<file path="config.mk">
export PLATFORM = sky130hd
export DESIGN_NAME = logic_unit_seq
export DESIGN_NICKNAME = d
export VERILOG_FILES = /design/src/rtl/logic_unit_seq.sv
export SDC_FILE = /design/constraint.sdc
export NUM_CORES = 1
export LEC_CHECK = 0
export ABC_AREA = 0
export CORE_AREA = 2 2 75 77
export DETAILED_ROUTE_END_ITERATION = 8
export DIE_AREA = 0 0 77 79
export MAX_ROUTING_LAYER = met4
export PLACE_DENSITY_LB_ADDON = 0.25
export SLEW_MARGIN = 20
export SYNTH_ARGS = -nofsm -noshare
export SYNTH_HDL_FRONTEND = slang
export SYNTH_SLANG_ARGS = --single-unit
</file>
<file path="constraint.sdc">
create_clock -name clk -period 2.4 [get_ports clk]
set_input_delay 0.36 -clock clk [delete_from_list [all_inputs] [get_ports clk]]
set_output_delay 0.36 -clock clk [all_outputs]
set_load 0.01 [all_outputs]
</file>
<file path="src/rtl/logic_unit_seq.sv">
// Registered bitwise logic unit: one operation per valid/ready transfer, a
// one-deep output register, an accumulator for chaining and an op counter.
module logic_unit_seq #(
    parameter int WIDTH = 8,
    parameter int CNT_W = 16
) (
    input  logic             clk,
    input  logic             rst_n,
    input  logic             in_valid,
    output logic             in_ready,
    input  logic [WIDTH-1:0] a,
    input  logic [WIDTH-1:0] b,
    input  logic [2:0]       sel,
    input  logic             acc,
    input  logic             clr_acc,
    output logic             out_valid,
    input  logic             out_ready,
    output logic [WIDTH-1:0] s,
    output logic [WIDTH-1:0] acc_q,
    output logic [CNT_W-1:0] op_cnt
);

    logic             accept;
    logic [WIDTH-1:0] op_a_p0;
    logic [WIDTH-1:0] res_p0;

    // sel 000/001 are the legacy OR/NOR pair; every code maps to an op.
    function automatic logic [WIDTH-1:0] logic_op(
        input logic [WIDTH-1:0] op_a,
        input logic [WIDTH-1:0] op_b,
        input logic [2:0]       op_sel
    );
        case (op_sel)
            3'b000:  logic_op = op_a | op_b;
            3'b001:  logic_op = ~(op_a | op_b);
            3'b010:  logic_op = op_a & op_b;
            3'b011:  logic_op = ~(op_a & op_b);
            3'b100:  logic_op = op_a ^ op_b;
            3'b101:  logic_op = ~(op_a ^ op_b);
            3'b110:  logic_op = ~op_a;
            default: logic_op = op_b;
        endcase
    endfunction

    // Ready depends only on the output register state, never on in_valid.
    assign in_ready = !out_valid || out_ready;
    assign accept   = in_valid && in_ready;
    assign op_a_p0  = acc ? acc_q : a;
    assign res_p0   = logic_op(op_a_p0, b, sel);

    // Stage p0 -> p1: result, accumulator and counter registers
    always_ff @(posedge clk) begin
        if (!rst_n) begin
            out_valid <= 1'b0;
            s         <= '0;
            acc_q     <= '0;
            op_cnt    <= '0;
        end else begin
            if (accept) begin
                s         <= res_p0;
                out_valid <= 1'b1;
                op_cnt    <= op_cnt + CNT_W'(1);
            end else if (out_ready) begin
                out_valid <= 1'b0;
            end
            // Clear wins over a same-cycle result; the operand already used the old value.
            if (clr_acc) begin
                acc_q <= '0;
            end else if (accept) begin
                acc_q <= res_p0;
            end
        end
    end

endmodule

</file>
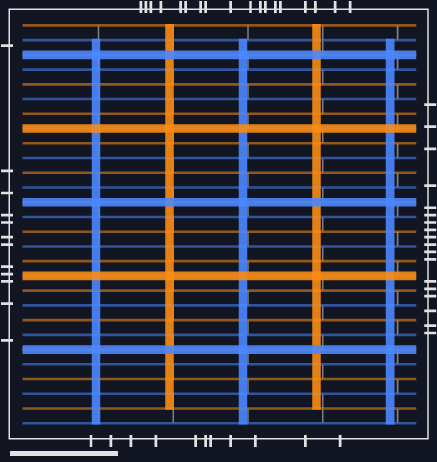
(run_1/pdn.png)
The bar under the picture is 20 um long. Pins as bars on the die edge. Tap cells in gray.
blue -> VSS
orange -> VDD
met1 rails = 28
signal pins = 59
met5 straps = 5

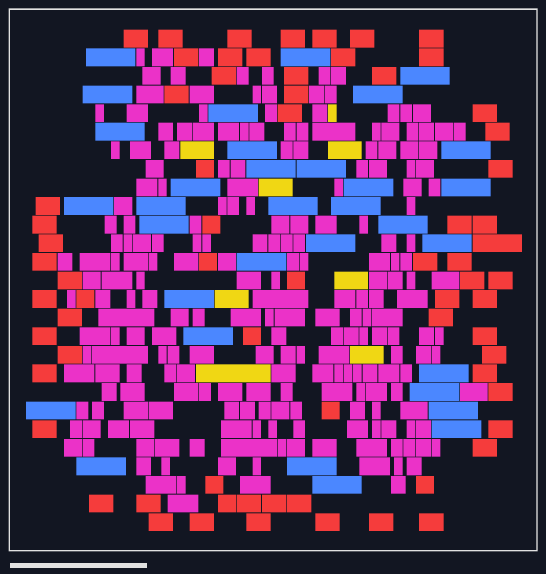
(run_1/cell_classes.png)
The bar under the picture is 20 um long.
yellow -> clock drivers and dummy loads  # cells 8
magenta -> all other logic  # cells 224
red -> other buffers and delay cells  # cells 69
blue -> flip-flops  # cells 33
row count: 27
Seq/total area: 21.33%
finished layout cell area: 0.003097 mm2
final core utilization: 58.02%
core box area: 0.005338 mm2

==> results.yml, run 1 <==
# flow metrics
run_status:
  status: "finished clean"
floorplanning:
  io_pins: 59
  die_w_um: 77
  fp.dieH_um: 79
  chip_area_mm2: 0.006083
  fp_util_pct: 42.97
critical_path:
  cpPeakStageDelay_ns: 0.51
  rr_worst_depth: 5
  cp_slowest_cell: "clkdlybuf4s50_1"
  end_kind: "register"
  r2r-start: "op_cnt[0]"
  crit_chain: "clkdlybuf4s50_1, buf_12, mux2i_1, ha_1, mux4_2, nand2_1, a211oi_1"
  cp-start-kind: "input port"
  crit_path_start: "acc"
  cp-endpoint: "acc_q[3]"
  r2r_slack_ns: 0.70
  worst_ep_arrival_time_ns: 2.24
  crit_fanout: 8
  reg2reg_to: "op_cnt[14]"
  worst-setup-path-type: "in -> reg"
  worstPathRequired_ns: 2.55
power:
  seq_power_share_pct: 40.0
  vdd.ir_drop.worst_mv: 0.2103
  switching_share_pct: 26.05
  p_switching_uw: 381.4
  powerDensity_mw_per_mm2: 472.7
  internal_power_mw: 1.082
  total_leakage_power_nw: 1.239
  combPwrFrac_pct: 22.9
synthesis:
  synthTopCellsByCount: "a21oi_1 (35), dfxtp_1 (33), inv_1 (24)"
  synth.most_common_cell: "a21oi_1"
  edf_count: 0
  postSynthSeqShare_pct: 28.81
  synthDistinctLibCells: 42
  synth-async-reset-ratio_pct: 0
  ys.flops: 33
  topCellsByArea: "dfxtp_1 (29%), ha_1 (9.3%), a21oi_1 (7.6%), inv_1 (3.9%), mux4_2 (3.9%)"
  synth_area_mm2: 0.002293
  yosys_area_mm2: 0.002293
  yosys.area.top_type: "dfxtp_1"
  synthesis.yosys.warnings: 0
  synth_nets: 316
  synth_stat.cells: 274
  synth_top_area_share_pct: 28.81
  syn_avg_cell_area_um2: 8.370
  synthCells: 274
  synthFlopType: "dfxtp_1"
place:
  hpwl_um: 4203
  numPortBuffers: 58
  pre_cts_slack_ns: 0.02096
  gp_congestion: 0.8237
cts:
  cts_resized: 0
  clockRootBuffer: "clkbuf_8"
  cts.sinks: 33
  clk_pin_slew_ns: 0.07
  h-tree-depth: 2
  tritoncts: "yes"
  ctsHoldBuffers: 0
  cts_buffer_depth: 2
  post-cts-setup-buffers: 0
  cts_buffers: 5
global_route:
  grt-ovfl-total: 0
  grt_max_degree: 28
  grt_use_total_pct: 19.92
  antenna_found_initial: 0
  grt_pass1_wl_um: 9660
  grt_pass1_vias: 2090
worst_hold_path:
  min_to: "s[2]"
  worstHoldStart: "s[2]"
  min_path_cells: 2
  hold_class: "reg -> reg"
routing:
  via_per_inst: 5.616
  drt_iter0_markers: 101
  drtAntennaViolNets: 0
  vias: 2280
  firstDrtPassIters: 4
  drc: 0
  wire_per_inst_um: 14.04
  totalWireLength_um: 5701
job:
  cap_viol_max_count: 0
  warnings: 34
sta:
  fmax_mhz: 477.6
  setup-tns-final_ns: 0
  drv_slew: 0
  slew_headroom_pct: 69.28
  hold_viol_final: 0
  setup_slack_ns: 0.3062
  finalClockPeriodUsage_pct: 87.24
  min_period_ns: 2.094
  rsz0062_at_grt: "false"
  worst_pin_slew_ns: 0.4608
  setup_viol: 0
final_layout:
  mostFrequentLayoutCell: "clkdlybuf4s50_1"
  finalNetCount: 375
  final_cell_mix: "clkdlybuf4s50_1 (58), a21oi_1 (35), dfxtp_1 (33), inv_1 (24), ha_1 (17)"
  drive_gt1_share_pct: 9.581
  syn_to_final_growth_pct: 35.02
  fill_cells: 506
  n_antenna_cell: 0
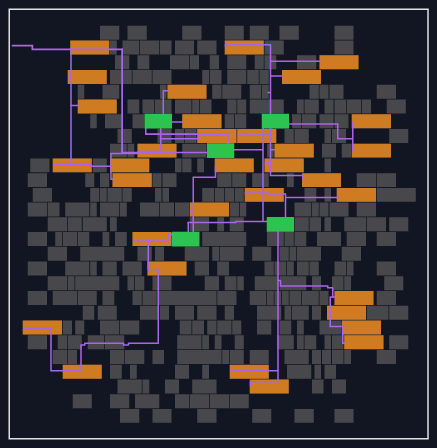
(run_1/clock_map.png)
purple -> clock wires  # length 461 um
green -> cells driving clock nets  # count 5
orange -> flip-flops  # count 33
flops lie = spread over the die
Worst Skew: 0.008109 ns
clock power share: 37.1%
clk_lat worst skew: 0.28 ns
Clock Power: 543 uW

[run 1: sequential cells by signal (all words and copies together) (netlist names)]
| name | cells |
|---|---|
| acc_q | 8 |
| op_cnt | 16 |
| out_valid | 1 |
| s | 8 |
[run 1: layer usage]
metal	routed length [um]	share of wire (%)	global-route usage [%]
met5	0	0	-
met4	36	0.63	4.643
met3	313	5.5	3.864
met2	2743	48	32.72
met1	2607	46	25.66
[run 1: cell type report]
cell class              count  area, um2  area share (%)
well taps                  72      90.09           2.909
multi-input cells         200       1464           47.27
repair buffers             69      675.6           21.82
clock inverters             1      30.03          0.9697
flip-flops and latches     33      660.6           21.33
inverters                  24      90.09           2.909
clock buffers               7      86.33           2.788
[run 1: power by group through the flow]
stage	Sequential [mW]	Clock, mW	Combinational, mW
after floorplan	0.604	0	0.189
after global placement	0.598	0	0.326
after detailed placement	0.598	0	0.334
after CTS	0.586	0.554	0.335
after global routing	0.588	0.578	0.370
final	0.586	0.543	0.335
[run 1: worst max-delay path: cells and delay by family]
| family | cells | cell delay, ns |
|---|---|---|
| adders and majority gates | 1 | 0.30 |
| muxes | 2 | 0.75 |
| and+or+nand+nor | 1 | 0.10 |
| AOI/OAI and AO/OA | 1 | 0.07 |
| buffers and inverters | 2 | 0.66 |
[run 1: through the flow]
stage	area (um2)	power, mW	hold slack (ns)	instances
after floorplan	2293	0.7928	0.4959	274
after global placement	2980	0.9238	0.4672	398
after detailed placement	2980	0.9320	0.4762	398
after CTS	3097	1.475	0.4862	406
after global routing	3097	1.535	0.5126	406
final	3097	1.464	0.4810	406
[run 1: cells by family after synthesis]
family	count (synthesis)	synth area share [%]
flops	33	28.81
mux	13	8.020
compound gates	77	21.71
fa+ha+maj	17	9.274
buf+inv	41	7.365
simple gates	83	21.00
xor+xnor	10	3.819
==> run 1 -> run 2 <==
--- a/config.mk
+++ b/config.mk
@@ -11,7 +11,7 @@
 export DIE_AREA = 0 0 77 79
 export MAX_ROUTING_LAYER = met4
 export PLACE_DENSITY_LB_ADDON = 0.25
-export SLEW_MARGIN = 20
 export SYNTH_ARGS = -nofsm -noshare
 export SYNTH_HDL_FRONTEND = slang
 export SYNTH_SLANG_ARGS = --single-unit
+export TNS_END_PERCENT = 10
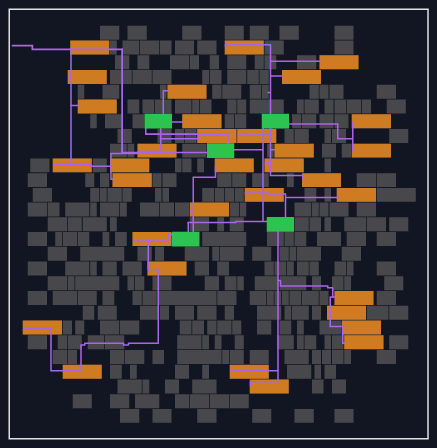
(run_2/clock_map.png)
orange -> flip-flops  # count 33
green -> cells driving clock nets  # count 5
purple -> clock wires  # length 461 um
routed clock nets = 6
flops lie = spread over the die

==> results.yml, run 2 <==
# flow metrics
cts:
  cts.sinks: 33
  tritoncts: "yes"
  clk_latency_ns: 0.28
  h-tree-depth: 2
  post-cts-setup-buffers: 0
  clockRootBuffer: "clkbuf_8"
  clk_pin_slew_ns: 0.07
sta:
  clock_skew_ns: 0.008109
  rsz0062_at_grt: "false"
  worst_pin_slew_ns: 0.4608
  finalClockPeriodUsage_pct: 87.24
  drv_slew: 0
  fmax_mhz: 477.6
  min_period_ns: 2.094
final_layout:
  mostFrequentLayoutCell: "clkdlybuf4s50_1"
  drive_gt1_share_pct: 9.581
  top_register: "op_cnt"
  final_cell_mix: "clkdlybuf4s50_1 (58), a21oi_1 (35), dfxtp_1 (33), inv_1 (24), ha_1 (17)"
  seq_area_um2: 660.6
  syn_to_final_growth_pct: 35.02
  finalNetCount: 375
  fill_cells: 506
  comb_area_mm2: 0.001464
  final_core_util_pct: 58.02
floorplanning:
  rows: 27
  fp_util_pct: 42.97
  core_area_mm2: 0.005338
  io_pins: 59
  fp.dieH_um: 79
  die_w_um: 77
routing:
  firstDrtPassIters: 4
  wire_per_inst_um: 14.04
  vias: 2280
  drt_iter0_markers: 101
  drc: 0
  totalWireLength_um: 5701
critical_path:
  crit_fanout: 8
  cp-start-kind: "input port"
  worst-setup-path-type: "in -> reg"
  worst_ep_arrival_time_ns: 2.24
  critPathBufInv: 2
  crit_chain: "clkdlybuf4s50_1, buf_12, mux2i_1, ha_1, mux4_2, nand2_1, a211oi_1"
  rr_worst_depth: 5
synthesis:
  synth_stat.cells: 274
  syn_avg_cell_area_um2: 8.370
  edf_count: 0
  synth_nets: 316
  synthTopCellsByCount: "a21oi_1 (35), dfxtp_1 (33), inv_1 (24)"
  synth.most_common_cell: "a21oi_1"
  synth-async-reset-ratio_pct: 0
  postSynthSeqShare_pct: 28.81
place:
  gp_congestion: 0.8237
  numPortBuffers: 58
  pre_cts_slack_ns: 0.02096
run_status:
  status: "finished clean"
global_route:
  grt-ovfl-total: 0
  grt_max_degree: 28
  grt_use_total_pct: 19.92
  top_usage_layer: "met2"
  use_met3_pct: 3.864
  grt_pass1_wl_um: 9660
  antenna_found_initial: 0
worst_hold_path:
  hold_class: "reg -> reg"
power:
  powerDensity_mw_per_mm2: 472.7
  power.total_mw: 1.464
[run 2: cell counts in the layout (fill, tap and decap cells not counted)]
Identical to the previous run, type by type.
[run 2: final timing paths]
path	startpoint	end	slack (ns)
setup reg to reg	op_cnt[0]	op_cnt[14]	0.70
hold reg to reg	s[2]	s[2]	0.48
hold / removal	s[2]	s[2]	0.48
setup / recovery	acc	acc_q[3]	0.31
[run 2: area by class of cell]
cell class,count,area share [%]
clock inverter,1,0.9697
tap,72,2.909
inverter,24,2.909
clock buffer,7,2.788
timing repair buffer,69,21.82
sequential,33,21.33
multi-input combinational,200,47.27
[run 2: metrics by stage]
stage / hold WS (ns) / area (um2) / instances
after floorplan: 0.4959 / 2293 / 274
after global placement: 0.4672 / 2980 / 398
after detailed placement: 0.4762 / 2980 / 398
after CTS: 0.4862 / 3097 / 406
after global routing: 0.5126 / 3097 / 406
final: 0.4810 / 3097 / 406
[run 2: tightest hold or removal path: cells and delay by family, from the launching register on]
kind            cells  cell delay [ns]
flops               1             0.31
simple gates        1             0.05
compound gates      1             0.07
[run 2: logic make-up (layout without fill, tap and decap cells)]
group                    after synthesis  after routing  share of synthesized area, %
XOR/XNOR                              10             10                         3.819
AND-OR/OR-AND                         77             77                         21.71
AND/OR/NAND/NOR                       83             83                         21.00
flip-flops                            33             33                         28.81
adder cells (fa/ha/maj)               17             17                         9.274
buffers and inverters                 41            101                         7.365
multiplexers                          13             13                         8.020
[run 2: power by group]
group	switching, mW	internal, mW	leakage [nW]
Sequential	0.0175	0.568	0.268
Combinational	0.159	0.176	0.912
Clock	0.205	0.339	0.0585
[run 2: routing by layer]
metal | up-vias | routed length, um
li1 | 1107 | -
met2 | 75 | 2743
met4 | 0 | 36
met3 | 4 | 313
met5 | - | 0
met1 | 1094 | 2607
==> run 2 -> run 3 <==
--- a/config.mk
+++ b/config.mk
@@ -11,6 +11,7 @@
 export DIE_AREA = 0 0 77 79
 export MAX_ROUTING_LAYER = met4
 export PLACE_DENSITY_LB_ADDON = 0.25
+export SLEW_MARGIN = 10
 export SYNTH_ARGS = -nofsm -noshare
 export SYNTH_HDL_FRONTEND = slang
 export SYNTH_SLANG_ARGS = --single-unit
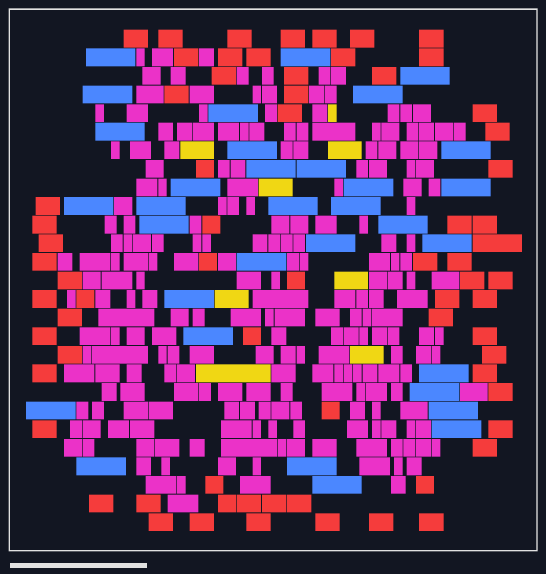
(run_3/cell_classes.png)
The bar under the picture is 20 um long.
yellow -> clock drivers and dummy loads  # cells 8
red -> other buffers and delay cells  # cells 69
blue -> flip-flops  # cells 33
magenta -> all other logic  # cells 224

==> results.yml, run 3 <==
# flow metrics
run_status:
  status: "finished clean"
global_route:
  grt-ovfl-total: 0
  grt_max_degree: 28
  grt_use_total_pct: 19.92
  antenna_found_initial: 0
  grt_pass1_wl_um: 9660
synthesis:
  synthTopCellsByCount: "a21oi_1 (35), dfxtp_1 (33), inv_1 (24)"
  synth-async-reset-ratio_pct: 0
  syn_avg_cell_area_um2: 8.370
  synthCells: 274
  edf_count: 0
  synth_top_area_share_pct: 28.81
  synth_stat.cells: 274
  synth_area_mm2: 0.002293
  postSynthSeqShare_pct: 28.81
  topCellsByArea: "dfxtp_1 (29%), ha_1 (9.3%), a21oi_1 (7.6%), inv_1 (3.9%), mux4_2 (3.9%)"
  synthFlopType: "dfxtp_1"
  synthDistinctLibCells: 42
  synth_nets: 316
  synthesis.yosys.warnings: 0
  yosys.area.top_type: "dfxtp_1"
  yosys_area_mm2: 0.002293
  ys.flops: 33
  synth.most_common_cell: "a21oi_1"
power:
  internal_power_mw: 1.082
  p_switching_uw: 381.4
  seq_power_share_pct: 40.0
  combPwrFrac_pct: 22.9
  clockPowerShare_pct: 37.1
  powerDensity_mw_per_mm2: 472.7
  total_leakage_power_nw: 1.239
  power.total_mw: 1.464
  switching_share_pct: 26.05
sta:
  worst_hold_slack_ns: 0.4810
  rsz0062_at_grt: "false"
  drv_slew: 0
  setup_viol: 0
  clock_skew_ns: 0.008109
  slew_headroom_pct: 69.28
  setup_slack_ns: 0.3062
  worst_pin_slew_ns: 0.4608
  min_period_ns: 2.094
  setup-tns-final_ns: 0
  fmax_mhz: 477.6
  finalClockPeriodUsage_pct: 87.24
  hold_viol_final: 0
worst_hold_path:
  hold_class: "reg -> reg"
critical_path:
  cpPeakStageDelay_ns: 0.51
  worst_ep_arrival_time_ns: 2.24
  critPathBufInv: 2
  cp_slowest_cell: "clkdlybuf4s50_1"
  crit_fanout: 8
  crit_chain: "clkdlybuf4s50_1, buf_12, mux2i_1, ha_1, mux4_2, nand2_1, a211oi_1"
  end_kind: "register"
  critPathTopFamily: "multiplexers"
  worstPathRequired_ns: 2.55
  worst-setup-path-type: "in -> reg"
  cp-start-kind: "input port"
floorplanning:
  fp.dieH_um: 79
  core_area_mm2: 0.005338
  io_pins: 59
  die_w_um: 77
  rows: 27
  fp_util_pct: 42.97
final_layout:
  final_cell_mix: "clkdlybuf4s50_1 (58), a21oi_1 (35), dfxtp_1 (33), inv_1 (24), ha_1 (17)"
  top_register: "op_cnt"
  final_core_util_pct: 58.02
  drive_gt1_share_pct: 9.581
  comb_area_mm2: 0.001464
  seq_area_um2: 660.6
  fill_cells: 506
  reg_top3: "op_cnt: 16 flops, acc_q: 8 flops, s: 8 flops"
  mostFrequentLayoutCell: "clkdlybuf4s50_1"
  finalNetCount: 375
  largest_register_ff_count: 16
  syn_to_final_growth_pct: 35.02
  finalNonFillerCells: 406
  post-route-cell-area_mm2: 0.003097
  n_antenna_cell: 0
cts:
  h-tree-depth: 2
  cts_resized: 0
  clk_latency_ns: 0.28
  tritoncts: "yes"
  cts.sinks: 33
  clk_pin_slew_ns: 0.07
  clockRootBuffer: "clkbuf_8"
  post-cts-setup-buffers: 0
routing:
  via_per_inst: 5.616
  totalWireLength_um: 5701
  firstDrtPassIters: 4
  wire_per_inst_um: 14.04
  drt_iter0_markers: 101
  vias: 2280
  drc: 0
place:
  pre_cts_slack_ns: 0.02096
  placed_cells: 398
  gp_congestion: 0.8237
  place_area_mm2: 0.002980
  hpwl_um: 4203
  numPortBuffers: 58
job:
  warnings: 34
## run 3: logic make-up (layout without fill, tap and decap cells)
logic type | after synthesis | after routing | synth area share [%]
adder cells (fa/ha/maj) | 17 | 17 | 9.274
AND/OR/NAND/NOR | 83 | 83 | 21.00
XOR/XNOR | 10 | 10 | 3.819
buffers and inverters | 41 | 101 | 7.365
multiplexers | 13 | 13 | 8.020
AND-OR/OR-AND | 77 | 77 | 21.71
flip-flops | 33 | 33 | 28.81
## run 3: worst paths after layout
check / cells after the start / slack, ns / endpoint / startpoint
worst max register to register: 5 / 0.70 / op_cnt[14] / op_cnt[0]
worst min-delay path: 2 / 0.48 / s[2] / s[2]
worst min register to register: 2 / 0.48 / s[2] / s[2]
worst max-delay path: 7 / 0.31 / acc_q[3] / acc
## run 3: layout make-up
cell class | instances | share of cell area, %
Timing Repair Buffer | 69 | 21.82
Clock inverter | 1 | 0.9697
Tap cell | 72 | 2.909
Sequential cell | 33 | 21.33
Inverter | 24 | 2.909
Clock buffer | 7 | 2.788
Multi-Input combinational cell | 200 | 47.27
## run 3: power groups by stage
stage               sequential (mW)  clock (mW)  combinational [mW]
CTS                           0.586       0.554               0.335
detailed placement            0.598           0               0.334
global route                  0.588       0.578               0.370
floorplan                     0.604           0               0.189
global placement              0.598           0               0.326
finish                        0.586       0.543               0.335
## run 3: layer usage
| layer | global-route usage (%) | vias to the layer above | routed length, um |
|---|---|---|---|
| li1 | - | 1107 | - |
| met1 | 25.66 | 1094 | 2607 |
| met2 | 32.72 | 75 | 2743 |
| met3 | 3.864 | 4 | 313 |
| met4 | 4.643 | 0 | 36 |
| met5 | - | - | 0 |
## run 3: worst reg2reg max path, delay by kind of cell, from the launching register on
family	cells	cell delay, ns
compound gates	1	0.15
fa+ha+maj	1	0.19
flops	1	0.42
simple gates	3	0.88
Power and IR drop assume default switching activity.
